File: config.mk
export PLATFORM = sky130hd
export DESIGN_NAME = id_ex_stage
export DESIGN_NICKNAME = d
export VERILOG_FILES = /design/src/rtl/id_ex_stage_pkg.sv /design/src/rtl/id_ex_stage_decode.sv /design/src/rtl/id_ex_stage.sv
export SDC_FILE = /design/constraint.sdc
export NUM_CORES = 1
export LEC_CHECK = 0
export CAP_MARGIN = 20
export CORE_AREA = 2 2 130 132
export DETAILED_ROUTE_END_ITERATION = 10
export DIE_AREA = 0 0 132 134
export DONT_BUFFER_PORTS = 1
export GPL_TIMING_DRIVEN = 1
export PLACE_DENSITY_LB_ADDON = 0.3
export SLEW_MARGIN = 20
export SYNTH_ARGS = -nofsm -noshare
export SYNTH_HDL_FRONTEND = slang
export SYNTH_HIERARCHICAL = 1
export SYNTH_SLANG_ARGS = --single-unit
export TNS_END_PERCENT = 5
File: constraint.sdc
create_clock -name clk -period 7.85 [get_ports clk]
set_clock_uncertainty 0.2 [all_clocks]
set_input_delay 1.57 -clock clk [delete_from_list [all_inputs] [get_ports clk]]
set_output_delay 1.57 -clock clk [all_outputs]
set_load 0.02 [all_outputs]
File: src/rtl/id_ex_stage_pkg.sv
// ---------------------------------------------------------------------------
// id_ex_stage_pkg
// Shared constants for the decode / operand-fetch stage: MIPS-style opcode
// and funct encodings, the link register index, default widths and a small
// helper that classifies immediate extension.
// ---------------------------------------------------------------------------
package id_ex_stage_pkg;

    // Default widths: 32-bit datapath, 32 architectural registers.
    localparam int DATA_W_DEF = 32;
    localparam int ADDR_W_DEF = 5;

    // Primary opcodes (instr[31:26]).
    localparam logic [5:0] OP_RTYPE = 6'h00;
    localparam logic [5:0] OP_J     = 6'h02;
    localparam logic [5:0] OP_JAL   = 6'h03;
    localparam logic [5:0] OP_BEQ   = 6'h04;
    localparam logic [5:0] OP_BNE   = 6'h05;
    localparam logic [5:0] OP_ADDI  = 6'h08;
    localparam logic [5:0] OP_ADDIU = 6'h09;
    localparam logic [5:0] OP_SLTI  = 6'h0A;
    localparam logic [5:0] OP_SLTIU = 6'h0B;
    localparam logic [5:0] OP_ANDI  = 6'h0C;
    localparam logic [5:0] OP_ORI   = 6'h0D;
    localparam logic [5:0] OP_XORI  = 6'h0E;
    localparam logic [5:0] OP_LUI   = 6'h0F;
    localparam logic [5:0] OP_LW    = 6'h23;
    localparam logic [5:0] OP_SW    = 6'h2B;

    // R-type funct for jump-register: reads rs, writes nothing.
    localparam logic [5:0] FN_JR    = 6'h08;

    // jal links into $ra.
    localparam logic [4:0] REG_RA   = 5'd31;

    // Logical immediates are zero-extended; everything else sign-extends.
    function automatic logic is_zext_op(input logic [5:0] opcode);
        return (opcode == OP_ANDI) || (opcode == OP_ORI) || (opcode == OP_XORI);
    endfunction

endpackage

File: src/rtl/id_ex_stage_decode.sv
// ---------------------------------------------------------------------------
// id_decode
// Purely combinational instruction decoder for the ID stage.
//
// Ports:
//   opcode_i   instr[31:26]
//   rt_i       instr[20:16]
//   rd_i       instr[15:11]
//   funct_i    instr[5:0]
//   imm16_i    instr[15:0]
//   dest_o     destination register index
//   wr_en_o    instruction writes dest_o (never set when dest_o == 0)
//   is_load_o  instruction is lw
//   uses_rt_o  instruction reads rt as a source operand
//   imm_o      zero- or sign-extended immediate
// ---------------------------------------------------------------------------
module id_decode
    import id_ex_stage_pkg::*;
#(
    parameter int DATA_W = DATA_W_DEF,
    parameter int ADDR_W = ADDR_W_DEF
) (
    input  logic [5:0]        opcode_i,
    input  logic [ADDR_W-1:0] rt_i,
    input  logic [ADDR_W-1:0] rd_i,
    input  logic [5:0]        funct_i,
    input  logic [15:0]       imm16_i,
    output logic [ADDR_W-1:0] dest_o,
    output logic              wr_en_o,
    output logic              is_load_o,
    output logic              uses_rt_o,
    output logic [DATA_W-1:0] imm_o
);

    logic wr_raw;

    always_comb begin
        dest_o    = '0;
        wr_raw    = 1'b0;
        uses_rt_o = 1'b0;
        case (opcode_i)
            OP_RTYPE: begin
                dest_o    = rd_i;
                wr_raw    = (funct_i != FN_JR);
                uses_rt_o = 1'b1;
            end
            OP_ADDI, OP_ADDIU, OP_SLTI, OP_SLTIU,
            OP_ANDI, OP_ORI, OP_XORI, OP_LUI, OP_LW: begin
                dest_o = rt_i;
                wr_raw = 1'b1;
            end
            OP_JAL: begin
                dest_o = ADDR_W'(REG_RA);
                wr_raw = 1'b1;
            end
            // Branches and stores compare/store rt but write nothing.
            OP_BEQ, OP_BNE, OP_SW: begin
                uses_rt_o = 1'b1;
            end
            default: ;
        endcase
        // Writes to $zero are architecturally discarded; dropping them here
        // also keeps them out of the load-use comparison downstream.
        wr_en_o = wr_raw && (dest_o != '0);
    end

    assign is_load_o = (opcode_i == OP_LW);

    assign imm_o = is_zext_op(opcode_i) ? {{(DATA_W-16){1'b0}}, imm16_i}
                                        : {{(DATA_W-16){imm16_i[15]}}, imm16_i};

endmodule

File: src/rtl/id_ex_stage.sv
// ---------------------------------------------------------------------------
// id_ex_stage
// Decode and operand-fetch stage feeding the ID/EX pipeline register.
// Drives the register-file read addresses from the fetched instruction,
// applies the same-edge write-back bypass, detects load-use hazards and
// inserts one bubble for them, and honours flush and execute backpressure.
//
// Handshake: a transfer on either side happens on a rising edge where
// valid && ready are both high. if_ready does not depend on if_valid.
// ex_valid only drops through a bubble, a flush or reset; while ex_valid
// is high and ex_ready low, every ex_* output is held stable.
//
// Ports:
//   clk, nrst                 clock, synchronous active-low reset
//   if_valid/if_ready         fetch-side handshake
//   if_instr, if_pc           instruction word and its address
//   rf_rd_addrA/B             register-file read addresses (rs, rt)
//   rf_rd_dataA/B             register-file read data (same cycle)
//   wb_wr_en/addr/data        write-back port writing the file this edge
//   flush                     kill the ID instruction and ID/EX contents
//   ex_ready/ex_valid         execute-side handshake
//   ex_pc, ex_opA, ex_opB,
//   ex_imm, ex_opcode,
//   ex_funct, ex_dest,
//   ex_wr_en, ex_is_load      ID/EX register contents
// ---------------------------------------------------------------------------
module id_ex_stage
    import id_ex_stage_pkg::*;
#(
    parameter int DATA_W = DATA_W_DEF,
    parameter int ADDR_W = ADDR_W_DEF
) (
    input  logic              clk,
    input  logic              nrst,
    input  logic              if_valid,
    output logic              if_ready,
    input  logic [DATA_W-1:0] if_instr,
    input  logic [DATA_W-1:0] if_pc,
    output logic [ADDR_W-1:0] rf_rd_addrA,
    output logic [ADDR_W-1:0] rf_rd_addrB,
    input  logic [DATA_W-1:0] rf_rd_dataA,
    input  logic [DATA_W-1:0] rf_rd_dataB,
    input  logic              wb_wr_en,
    input  logic [ADDR_W-1:0] wb_wr_addr,
    input  logic [DATA_W-1:0] wb_wr_data,
    input  logic              flush,
    input  logic              ex_ready,
    output logic              ex_valid,
    output logic [DATA_W-1:0] ex_pc,
    output logic [DATA_W-1:0] ex_opA,
    output logic [DATA_W-1:0] ex_opB,
    output logic [DATA_W-1:0] ex_imm,
    output logic [5:0]        ex_opcode,
    output logic [5:0]        ex_funct,
    output logic [ADDR_W-1:0] ex_dest,
    output logic              ex_wr_en,
    output logic              ex_is_load
);

    // Instruction fields.
    logic [5:0]        opcode;
    logic [ADDR_W-1:0] rs, rt, rd;
    logic [5:0]        funct;
    logic [15:0]       imm16;

    assign opcode = if_instr[31:26];
    assign rs     = if_instr[25:21];
    assign rt     = if_instr[20:16];
    assign rd     = if_instr[15:11];
    assign funct  = if_instr[5:0];
    assign imm16  = if_instr[15:0];

    assign rf_rd_addrA = rs;
    assign rf_rd_addrB = rt;

    // Decoded control.
    logic [ADDR_W-1:0] dec_dest;
    logic              dec_wr_en;
    logic              dec_is_load;
    logic              dec_uses_rt;
    logic [DATA_W-1:0] dec_imm;

    id_decode #(
        .DATA_W (DATA_W),
        .ADDR_W (ADDR_W)
    ) u_decode (
        .opcode_i  (opcode),
        .rt_i      (rt),
        .rd_i      (rd),
        .funct_i   (funct),
        .imm16_i   (imm16),
        .dest_o    (dec_dest),
        .wr_en_o   (dec_wr_en),
        .is_load_o (dec_is_load),
        .uses_rt_o (dec_uses_rt),
        .imm_o     (dec_imm)
    );

    // ID/EX pipeline register.
    logic              ex_valid_q,   ex_valid_d;
    logic [DATA_W-1:0] ex_pc_q,      ex_pc_d;
    logic [DATA_W-1:0] ex_opA_q,     ex_opA_d;
    logic [DATA_W-1:0] ex_opB_q,     ex_opB_d;
    logic [DATA_W-1:0] ex_imm_q,     ex_imm_d;
    logic [5:0]        ex_opcode_q,  ex_opcode_d;
    logic [5:0]        ex_funct_q,   ex_funct_d;
    logic [ADDR_W-1:0] ex_dest_q,    ex_dest_d;
    logic              ex_wr_en_q,   ex_wr_en_d;
    logic              ex_is_load_q, ex_is_load_d;

    // The register file is written at the same edge we capture operands,
    // so its read port still returns the old value; forward write-back data.
    function automatic logic [DATA_W-1:0] pick_operand(
        input logic [ADDR_W-1:0] addr,
        input logic [DATA_W-1:0] rf_data,
        input logic              wen,
        input logic [ADDR_W-1:0] waddr,
        input logic [DATA_W-1:0] wdata
    );
        if (addr == '0)
            return '0;
        else if (wen && (waddr == addr))
            return wdata;
        else
            return rf_data;
    endfunction

    logic advance;
    logic hazard;
    logic accept;

    assign advance = !ex_valid_q || ex_ready;

    // A load in EX cannot deliver its data in time for a dependent
    // instruction in ID; holding ID for one cycle lets the bubble move the
    // load on, which clears the condition on the following cycle.
    assign hazard = ex_valid_q && ex_is_load_q && ex_wr_en_q &&
                    ((ex_dest_q == rs) || (dec_uses_rt && (ex_dest_q == rt)));

    assign if_ready = advance && !hazard && !flush;
    assign accept   = if_ready && if_valid;

    always_comb begin
        ex_valid_d   = ex_valid_q;
        ex_pc_d      = ex_pc_q;
        ex_opA_d     = ex_opA_q;
        ex_opB_d     = ex_opB_q;
        ex_imm_d     = ex_imm_q;
        ex_opcode_d  = ex_opcode_q;
        ex_funct_d   = ex_funct_q;
        ex_dest_d    = ex_dest_q;
        ex_wr_en_d   = ex_wr_en_q;
        ex_is_load_d = ex_is_load_q;
        if (advance) begin
            // Either a fresh instruction or a bubble; bubble fields hold.
            ex_valid_d = accept;
            if (accept) begin
                ex_pc_d      = if_pc;
                ex_opA_d     = pick_operand(rs, rf_rd_dataA, wb_wr_en, wb_wr_addr, wb_wr_data);
                ex_opB_d     = pick_operand(rt, rf_rd_dataB, wb_wr_en, wb_wr_addr, wb_wr_data);
                ex_imm_d     = dec_imm;
                ex_opcode_d  = opcode;
                ex_funct_d   = funct;
                ex_dest_d    = dec_dest;
                ex_wr_en_d   = dec_wr_en;
                ex_is_load_d = dec_is_load;
            end
        end else if (flush) begin
            ex_valid_d = 1'b0;
        end
    end

    always_ff @(posedge clk) begin
        if (!nrst) begin
            ex_valid_q   <= 1'b0;
            ex_pc_q      <= '0;
            ex_opA_q     <= '0;
            ex_opB_q     <= '0;
            ex_imm_q     <= '0;
            ex_opcode_q  <= '0;
            ex_funct_q   <= '0;
            ex_dest_q    <= '0;
            ex_wr_en_q   <= 1'b0;
            ex_is_load_q <= 1'b0;
        end else begin
            ex_valid_q   <= ex_valid_d;
            ex_pc_q      <= ex_pc_d;
            ex_opA_q     <= ex_opA_d;
            ex_opB_q     <= ex_opB_d;
            ex_imm_q     <= ex_imm_d;
            ex_opcode_q  <= ex_opcode_d;
            ex_funct_q   <= ex_funct_d;
            ex_dest_q    <= ex_dest_d;
            ex_wr_en_q   <= ex_wr_en_d;
            ex_is_load_q <= ex_is_load_d;
        end
    end

    assign ex_valid   = ex_valid_q;
    assign ex_pc      = ex_pc_q;
    assign ex_opA     = ex_opA_q;
    assign ex_opB     = ex_opB_q;
    assign ex_imm     = ex_imm_q;
    assign ex_opcode  = ex_opcode_q;
    assign ex_funct   = ex_funct_q;
    assign ex_dest    = ex_dest_q;
    assign ex_wr_en   = ex_wr_en_q;
    assign ex_is_load = ex_is_load_q;

endmodule

==> reports/metrics.yaml <==
run_status:
  status: "finished clean"
layout:
  comb_cells: 457
  buf_share_pct: 0.7953
  seqCellArea_um2: 2963
  inverters: 66
  syn_to_final_growth_pct: 4.731
  buffers: 5
  lay_top_cells: "nand2_1 (171), dfxtp_1 (148), mux2i_1 (147)"
  seq_area_share_pct: 37.67
  sh_comb_area_pct: 47.46
  seq_cell_count: 148
  drive_gt1_share_pct: 16.24
  area_share_clock_buf_inv_pct: 7.396
  lay_top_count: "nand2_1"
  layout.area.comb_um2: 3734
  fin_nets: 866
drt:
  vias_per_cell: 5.608
  wl_met2_um: 9907
  drtIter0Drc: 230
  num_vias: 5210
  drc: 0
  wire_per_inst_um: 21.42
  routed_wl_um: 19900
run:
  warnings: 28
  cap_viol_max_count: 0
final_timing:
  finalWorstSetupSlack_ns: 2.719
  whs_ns: 0.3578
  hold_viol: 0
  drv_slew: 0
  fmax_mhz: 194.9
  rsz0062_at_grt: "false"
  max-slew-margin-rel_pct: 27.52
  period_minus_slack_ns: 5.131
  setup_viol: 0
  fin_crit_sh_pct: 65.36
place:
  routabilityCongestion: 0.8045
  dp_hpwl_um: 14680
  place_area_um2: 7256
  post-place-ws_ns: 2.717
  placedCellCount: 895
setup_path:
  cp_common_cell: "nor4_2"
  cp-endpoint: "if_ready"
  cp.arrival_ns: 3.36
  startpoint_type: "input port"
  cp_cell_sequence: "nor2b_1, or4_2, a21oi_1, nand3_1, nor4_2, nor4_2"
  end_kind: "output pin"
  crit_path_max_fanout: 5
  crit_buf_inv: 0
  path_class: "input port to output pin"
  r2r_end: "ex_opB[1]$_SDFFE_PN0P_"
  rr_startpoint: "ex_dest[1]$_SDFFE_PN0P_"
  critPathLaunch: "if_instr[26]"
  reg2reg_depth: 5
  max_stage_delay_ns: 0.54
synthesis:
  ys_seq_share_pct: 39.45
  ys_types: 41
  synth.most_common_cell: "nand2_1"
  top_cells_by_area: "dfxtp_1 (39%), mux2i_1 (20%), o32ai_2 (13%), nand2_1 (8.5%), buf_4 (4.1%)"
  synthFlopType: "dfxtp_1"
  ys_area_um2: 7511
  synthArstFlopShare_pct: 0
  synth_flops: 148
  synth_nets: 940
  ys_cells: 769
  common_cells: "nand2_1 (171), dfxtp_1 (148), mux2i_1 (147)"
  synthCells: 769
  yosys_warnings: 6
clock_tree:
  cts_tree: "yes"
  clockRootBuffer: "clkbuf_16"
  clock_latency_ns: 0.41
  cts_num_sinks: 148
  cts_setup_buffers: 0
  clockBufferDepth: 2
  clk_pin_slew_ns: 0.07
  ctsResizeCount: 0
power_and_ir_drop:
  top_power_group: "registers"
  seq-power_uw: 867
  p_comb_uw: 145
  clkPwrFrac_pct: 44.1
  seq_power_share_pct: 47.9
  p_clk_uw: 798
  leakagePower_uw: 0.002666
  combPwrFrac_pct: 8.0
  p_switching_uw: 496.2
  p_int_uw: 1313
  ir_drop_mv: 0.1399
min_path:
  hold_path_end: "ex_imm[21]$_SDFFE_PN0P_"
  hold_path_depth: 2
  hold_path.class: "flop to flop"
global_routing:
  grt_remaining_overflow: 0
  gr-usage-met1_pct: 23.19
  first_global_vias: 5248
  grt_pass1_wl_um: 30040
  grt_use_met3_pct: 10.05
floorplanning:
  die_area_um2: 17690
  taps: 220
  initial_utilization_pct: 46.11
  ios: 330
  core_area_um2: 16290
  num_rows: 47
-- cell families (layout without fill, tap and decap cells) --
family,count (synthesis),count (layout),share of synthesized area [%]
AOI/OAI and AO/OA,83,83,15.51
xor gates and xnor gates,20,20,2.332
buffers and inverters,164,103,11.39
DFF,148,148,39.45
muxes,147,147,19.59
other,0,1,0
and+or+nand+nor,207,207,11.73
-- worst min-delay path, cell delays in order (launching register included) --
cell,delay [ns]
dfxtp_1,0.38
nand2_1,0.08
mux2i_1,0.05
-- flip-flops by register name, summed over array words and instances, names as in the netlist --
signal,flops
ex_opcode,6
ex_pc,32
ex_is_load,1
ex_dest,5
ex_opB,32
ex_valid,1
ex_wr_en,1
ex_funct,6
ex_imm,32
ex_opA,32
Fig. 1: routing congestion map
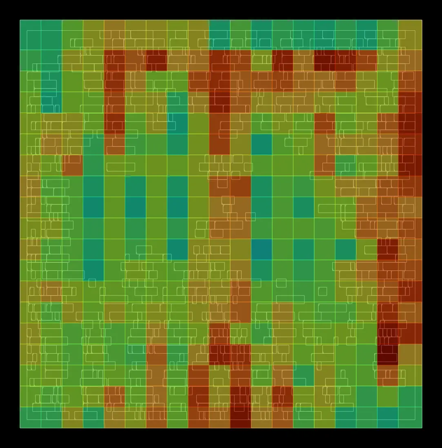
GRT Util Overall: 21.79%
most used routing layer: met2

Fig. 2: sequential cells coloured by netlist name
Other sequential cells in the stronger grey, the rest of the logic in the fainter grey.
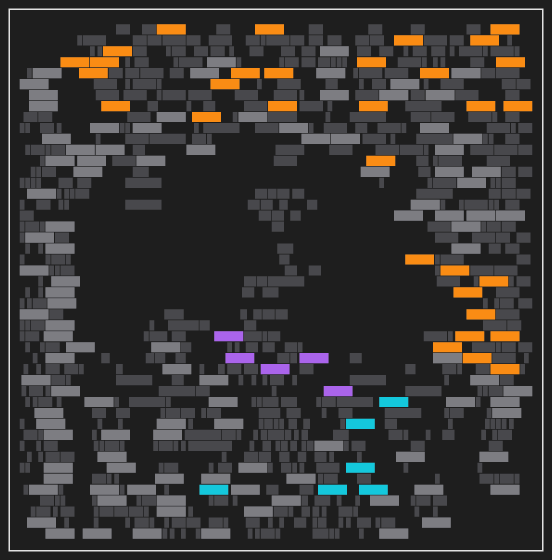
cyan -> `ex_opcode`  # flops 6
purple -> `ex_dest`  # flops 5
orange -> `ex_opA`  # flops 32
not coloured = 105

